File: config.mk
export PLATFORM = sky130hd
export DESIGN_NAME = psr_cond_unit
export DESIGN_NICKNAME = d
export VERILOG_FILES = /design/src/rtl/psr_cond_unit_pkg.sv /design/src/rtl/psr_cond_unit_cond_eval.sv /design/src/rtl/psr_cond_unit.sv
export SDC_FILE = /design/constraint.sdc
export NUM_CORES = 1
export LEC_CHECK = 0
export CORE_MARGIN = 3
export CORE_UTILIZATION = 45
export CTS_BUF_LIST = sky130_fd_sc_hd__clkbuf_8 sky130_fd_sc_hd__clkbuf_16
export CTS_CLUSTER_DIAMETER = 200
export DETAILED_ROUTE_END_ITERATION = 8
export DONT_BUFFER_PORTS = 1
export HOLD_SLACK_MARGIN = 0.02
export PLACE_DENSITY = 0.65
export SLEW_MARGIN = 0
export SYNTH_ARGS = -nofsm -noshare
export SYNTH_HDL_FRONTEND = slang
export SYNTH_SLANG_ARGS = --single-unit
export TNS_END_PERCENT = 100
File: constraint.sdc
create_clock -name clk -period 2.55 [get_ports clk]
set_input_delay 0.51 -clock clk [delete_from_list [all_inputs] [get_ports clk]]
set_output_delay 0.51 -clock clk [all_outputs]
set_load 0.005 [all_outputs]
File: src/rtl/psr_cond_unit_pkg.sv
// Shared ALU definitions: function codes, PSR flag positions and branch condition codes.
// Used by the ALU, the PSR/condition unit and the branch unit.
package psr_cond_unit_pkg;

  localparam int FLAG_W = 5;

  localparam int FLAG_C = 4;
  localparam int FLAG_L = 3;
  localparam int FLAG_F = 2;
  localparam int FLAG_Z = 1;
  localparam int FLAG_N = 0;

  typedef enum logic [2:0] {
    ALU_ADD = 3'b000,
    ALU_SUB = 3'b001,
    ALU_AND = 3'b010,
    ALU_OR  = 3'b011,
    ALU_XOR = 3'b100,
    ALU_NOT = 3'b101,
    ALU_LSH = 3'b110,
    ALU_ASH = 3'b111
  } alu_op_e;

  typedef enum logic [3:0] {
    COND_EQ = 4'h0,  // Z
    COND_NE = 4'h1,  // !Z
    COND_CS = 4'h2,  // C
    COND_CC = 4'h3,  // !C
    COND_LT = 4'h4,  // L
    COND_GE = 4'h5,  // !L
    COND_MI = 4'h6,  // N
    COND_PL = 4'h7,  // !N
    COND_FS = 4'h8,  // F
    COND_FC = 4'h9,  // !F
    COND_GT = 4'hA,  // !L & !Z
    COND_LE = 4'hB,  // L | Z
    COND_HI = 4'hC,  // !N & !Z
    COND_LS = 4'hD,  // N | Z
    COND_AL = 4'hE,  // always
    COND_NV = 4'hF   // never
  } cond_e;

  // Which PSR bits an ALU op is allowed to overwrite; the rest keep their old value.
  function automatic logic [FLAG_W-1:0] flag_mask(input alu_op_e op);
    logic [FLAG_W-1:0] m;
    m = '0;
    case (op)
      ALU_SUB: begin
        m[FLAG_C] = 1'b1;
        m[FLAG_L] = 1'b1;
        m[FLAG_F] = 1'b1;
        m[FLAG_Z] = 1'b1;
        m[FLAG_N] = 1'b1;
      end
      ALU_ADD: begin
        m[FLAG_C] = 1'b1;
        m[FLAG_F] = 1'b1;
        m[FLAG_Z] = 1'b1;
      end
      ALU_AND, ALU_OR, ALU_XOR, ALU_NOT: m[FLAG_Z] = 1'b1;
      default: m = '0;
    endcase
    return m;
  endfunction

endpackage

File: src/rtl/psr_cond_unit_cond_eval.sv
// Pure combinational branch-condition decode of a PSR value; shared with the branch unit.
module cond_eval
  import psr_cond_unit_pkg::*;
(
  input  logic [3:0]        cond,
  input  logic [FLAG_W-1:0] psr,
  output logic              taken
);

  logic c_f, l_f, f_f, z_f, n_f;

  assign c_f = psr[FLAG_C];
  assign l_f = psr[FLAG_L];
  assign f_f = psr[FLAG_F];
  assign z_f = psr[FLAG_Z];
  assign n_f = psr[FLAG_N];

  always_comb begin
    taken = 1'b0;
    case (cond_e'(cond))
      COND_EQ: taken = z_f;
      COND_NE: taken = ~z_f;
      COND_CS: taken = c_f;
      COND_CC: taken = ~c_f;
      COND_LT: taken = l_f;
      COND_GE: taken = ~l_f;
      COND_MI: taken = n_f;
      COND_PL: taken = ~n_f;
      COND_FS: taken = f_f;
      COND_FC: taken = ~f_f;
      COND_GT: taken = ~l_f & ~z_f;
      COND_LE: taken = l_f | z_f;
      COND_HI: taken = ~n_f & ~z_f;
      COND_LS: taken = n_f | z_f;
      COND_AL: taken = 1'b1;
      COND_NV: taken = 1'b0;
      default: taken = 1'b0;
    endcase
  end

endmodule

File: src/rtl/psr_cond_unit.sv
// Processor status register with flag capture, direct load, interrupt save/restore stack
// and registered branch-condition evaluation against the PSR value being written this cycle.
module psr_cond_unit
  import psr_cond_unit_pkg::*;
#(
  parameter int STACK_DEPTH = 4
) (
  input  logic                           clk,
  input  logic                           reset_n,
  input  logic                           flag_we,
  input  logic [2:0]                     alu_sel,
  input  logic [FLAG_W-1:0]              flags_in,
  input  logic                           psr_wr,
  input  logic [FLAG_W-1:0]              psr_din,
  input  logic                           push,
  input  logic                           pop,
  input  logic                           cond_valid,
  input  logic [3:0]                     cond,
  output logic [FLAG_W-1:0]              psr,
  output logic                           taken_valid,
  output logic                           taken,
  output logic [$clog2(STACK_DEPTH):0]   depth,
  output logic                           stack_err
);

  localparam int PW = $clog2(STACK_DEPTH);
  localparam int DW = PW + 1;

  logic [FLAG_W-1:0] slots [STACK_DEPTH];

  logic [FLAG_W-1:0] upd_mask;
  logic [FLAG_W-1:0] flag_merge;
  logic [FLAG_W-1:0] top_slot;
  logic [FLAG_W-1:0] psr_next;
  logic [DW-1:0]     depth_dec;
  logic              full;
  logic              empty;
  logic              push_ok;
  logic              pop_ok;
  logic              err_event;
  logic              taken_next;

  assign upd_mask   = flag_mask(alu_op_e'(alu_sel));
  assign flag_merge = (flags_in & upd_mask) | (psr & ~upd_mask);

  assign full      = (depth == DW'(STACK_DEPTH));
  assign empty     = (depth == '0);
  assign depth_dec = depth - DW'(1);
  assign top_slot  = slots[depth_dec[PW-1:0]];

  // A push together with a pop is a conflict: neither side acts.
  assign push_ok   = push & ~pop & ~full;
  assign pop_ok    = pop & ~push & ~empty;
  assign err_event = (push & pop) | (push & ~pop & full) | (pop & ~push & empty);

  // Only a pop that actually restores outranks the other writers.
  always_comb begin
    psr_next = psr;
    if (pop_ok) begin
      psr_next = top_slot;
    end else if (psr_wr) begin
      psr_next = psr_din;
    end else if (flag_we) begin
      psr_next = flag_merge;
    end
  end

  cond_eval u_cond_eval (
    .cond  (cond),
    .psr   (psr_next),
    .taken (taken_next)
  );

  always_ff @(posedge clk or negedge reset_n) begin
    if (!reset_n) begin
      psr         <= '0;
      depth       <= '0;
      taken_valid <= 1'b0;
      taken       <= 1'b0;
      stack_err   <= 1'b0;
    end else begin
      psr         <= psr_next;
      taken_valid <= cond_valid;
      taken       <= cond_valid & taken_next;
      if (push_ok) begin
        depth <= depth + DW'(1);
      end else if (pop_ok) begin
        depth <= depth_dec;
      end
      if (err_event) begin
        stack_err <= 1'b1;
      end
    end
  end

  // Slot storage needs no reset; a slot is only read after it has been pushed.
  always_ff @(posedge clk) begin
    if (push_ok) begin
      slots[depth[PW-1:0]] <= psr_next;
    end
  end

endmodule
Metal 3:
Scale: 4 px per um.
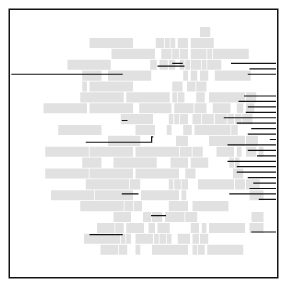
longest straight run: 27.6 um
wire length on this layer: 255 um
nets with wire on the layer: 29
Via Count: 1082
met3 GRT Util: 0.0455

Routing congestion map:
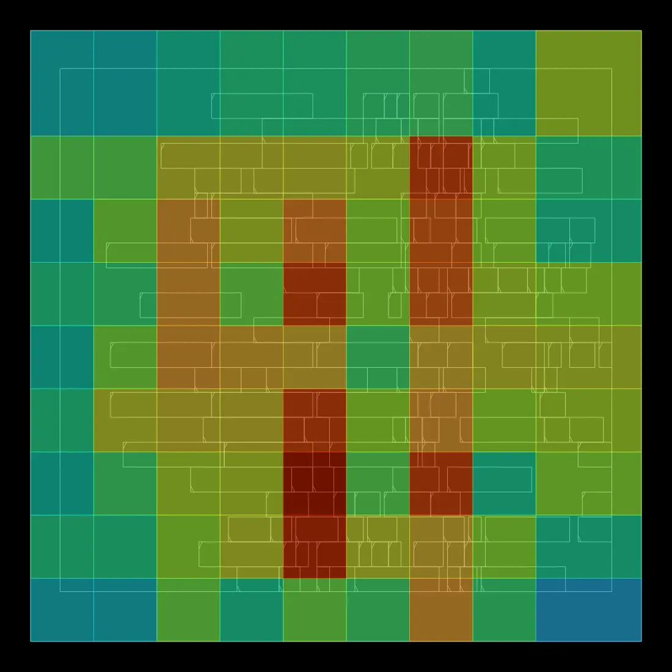
global route hottest layer: met2
GRT Total Usage: 0.160
grt met1 use: 0.202
final core utilization: 0.521

[logic make-up after synthesis]
family,count (synthesis),share of synthesized area
fa+ha+maj,5,0.0377
mux,5,0.0724
simple gates,47,0.172
buf+inv,13,0.0437
flops,31,0.528
compound gates,27,0.125
xor+xnor,4,0.0211
[cell type report]
cell class	count	area [um2]	share of cell area
sequential	31	876	0.489
tap	46	57.6	0.0321
multi-input combinational	88	711	0.397
inverter	7	26.3	0.0147
clock inverter	3	12.5	0.00698
timing repair buffer	5	40.0	0.0223
clock buffer	5	68.8	0.0384
[cells in the final DEF (no fill, tap or decap), types with 4 or more instances in the layout]
| cell type | count |
|---|---|
| and3_1 | 5 |
| buf_4 | 4 |
| clkbuf_8 | 5 |
| dfrtp_1 | 11 |
| edfxtp_1 | 20 |
| ha_1 | 5 |
| inv_1 | 7 |
| nand2_1 | 10 |
| nor2_1 | 6 |
| o21ai_0 | 6 |
| xnor2_1 | 4 |
[per-layer routing]
metal  vias up  GRT usage  wire length [um]
met4         0     0.0812                40
met5         -          0                 0
met2        35      0.250              1480
met1       527      0.202              1450
li1        514          -                 -
met3         6     0.0455               254
[sequential cells by signal, summed over array words and instances (netlist names)]
name	count
slots	20
taken_valid	1
psr	5
stack_err	1
depth	3
taken	1
[report_power, final]
| group | switching [mW] | internal [mW] | total (mW) | leakage [nW] |
|---|---|---|---|---|
| clock | 0.167 | 0.183 | 0.350 | 0.0468 |
| combinational | 0.310 | 0.270 | 0.580 | 0.314 |
| sequential | 0.0616 | 0.667 | 0.729 | 0.308 |
| total | 0.539 | 1.12 | 1.66 | 0.669 |
[repair_timing]
action / CTS / global route
endpoints found under the hold margin: 11 / 0
endpoints found under the setup margin: 0 / 0
hold buffers: 1 / 0
==> results_dict.tcl <==
# collected from the flow reports
set metrics [dict create \
    post_cts_resized 0 \
    design_area_um2 1790 \
    min_to "taken_valid" \
    placed_cell_area_um2 1700 \
    syn2layout_area_growth_pct 7.99 \
    insertedDiodeCount 0 \
    grt_overflow 0 \
    path_depth 8 \
    cp-endpoint "taken" \
    hold_class "in2reg" \
    post-cts-setup-buffers 0 \
    outcome "finished, final reports clean" \
    clockBufferDepth 2 \
    nFillCells 296 \
    avgRoutedWirePerCell_um 17.4 \
    hold_depth 0 \
    power_density_nw_per_um2 926 \
    fp-row-count 21 \
    core_area_um2 3440 \
    crit_slowest_cell "ha_1" \
    drc 0 \
    synth_top_flop_cell "edfxtp_1" \
    tns_ns 0 \
    place_congestion 0.893 \
    yosysCellCount 132 \
    antenna_found_initial 0 \
    die_height_um 66.7 \
    dpl.cell_count 176 \
    fin_skew_ns 0.00491 \
]
Power and IR drop assume default switching activity.
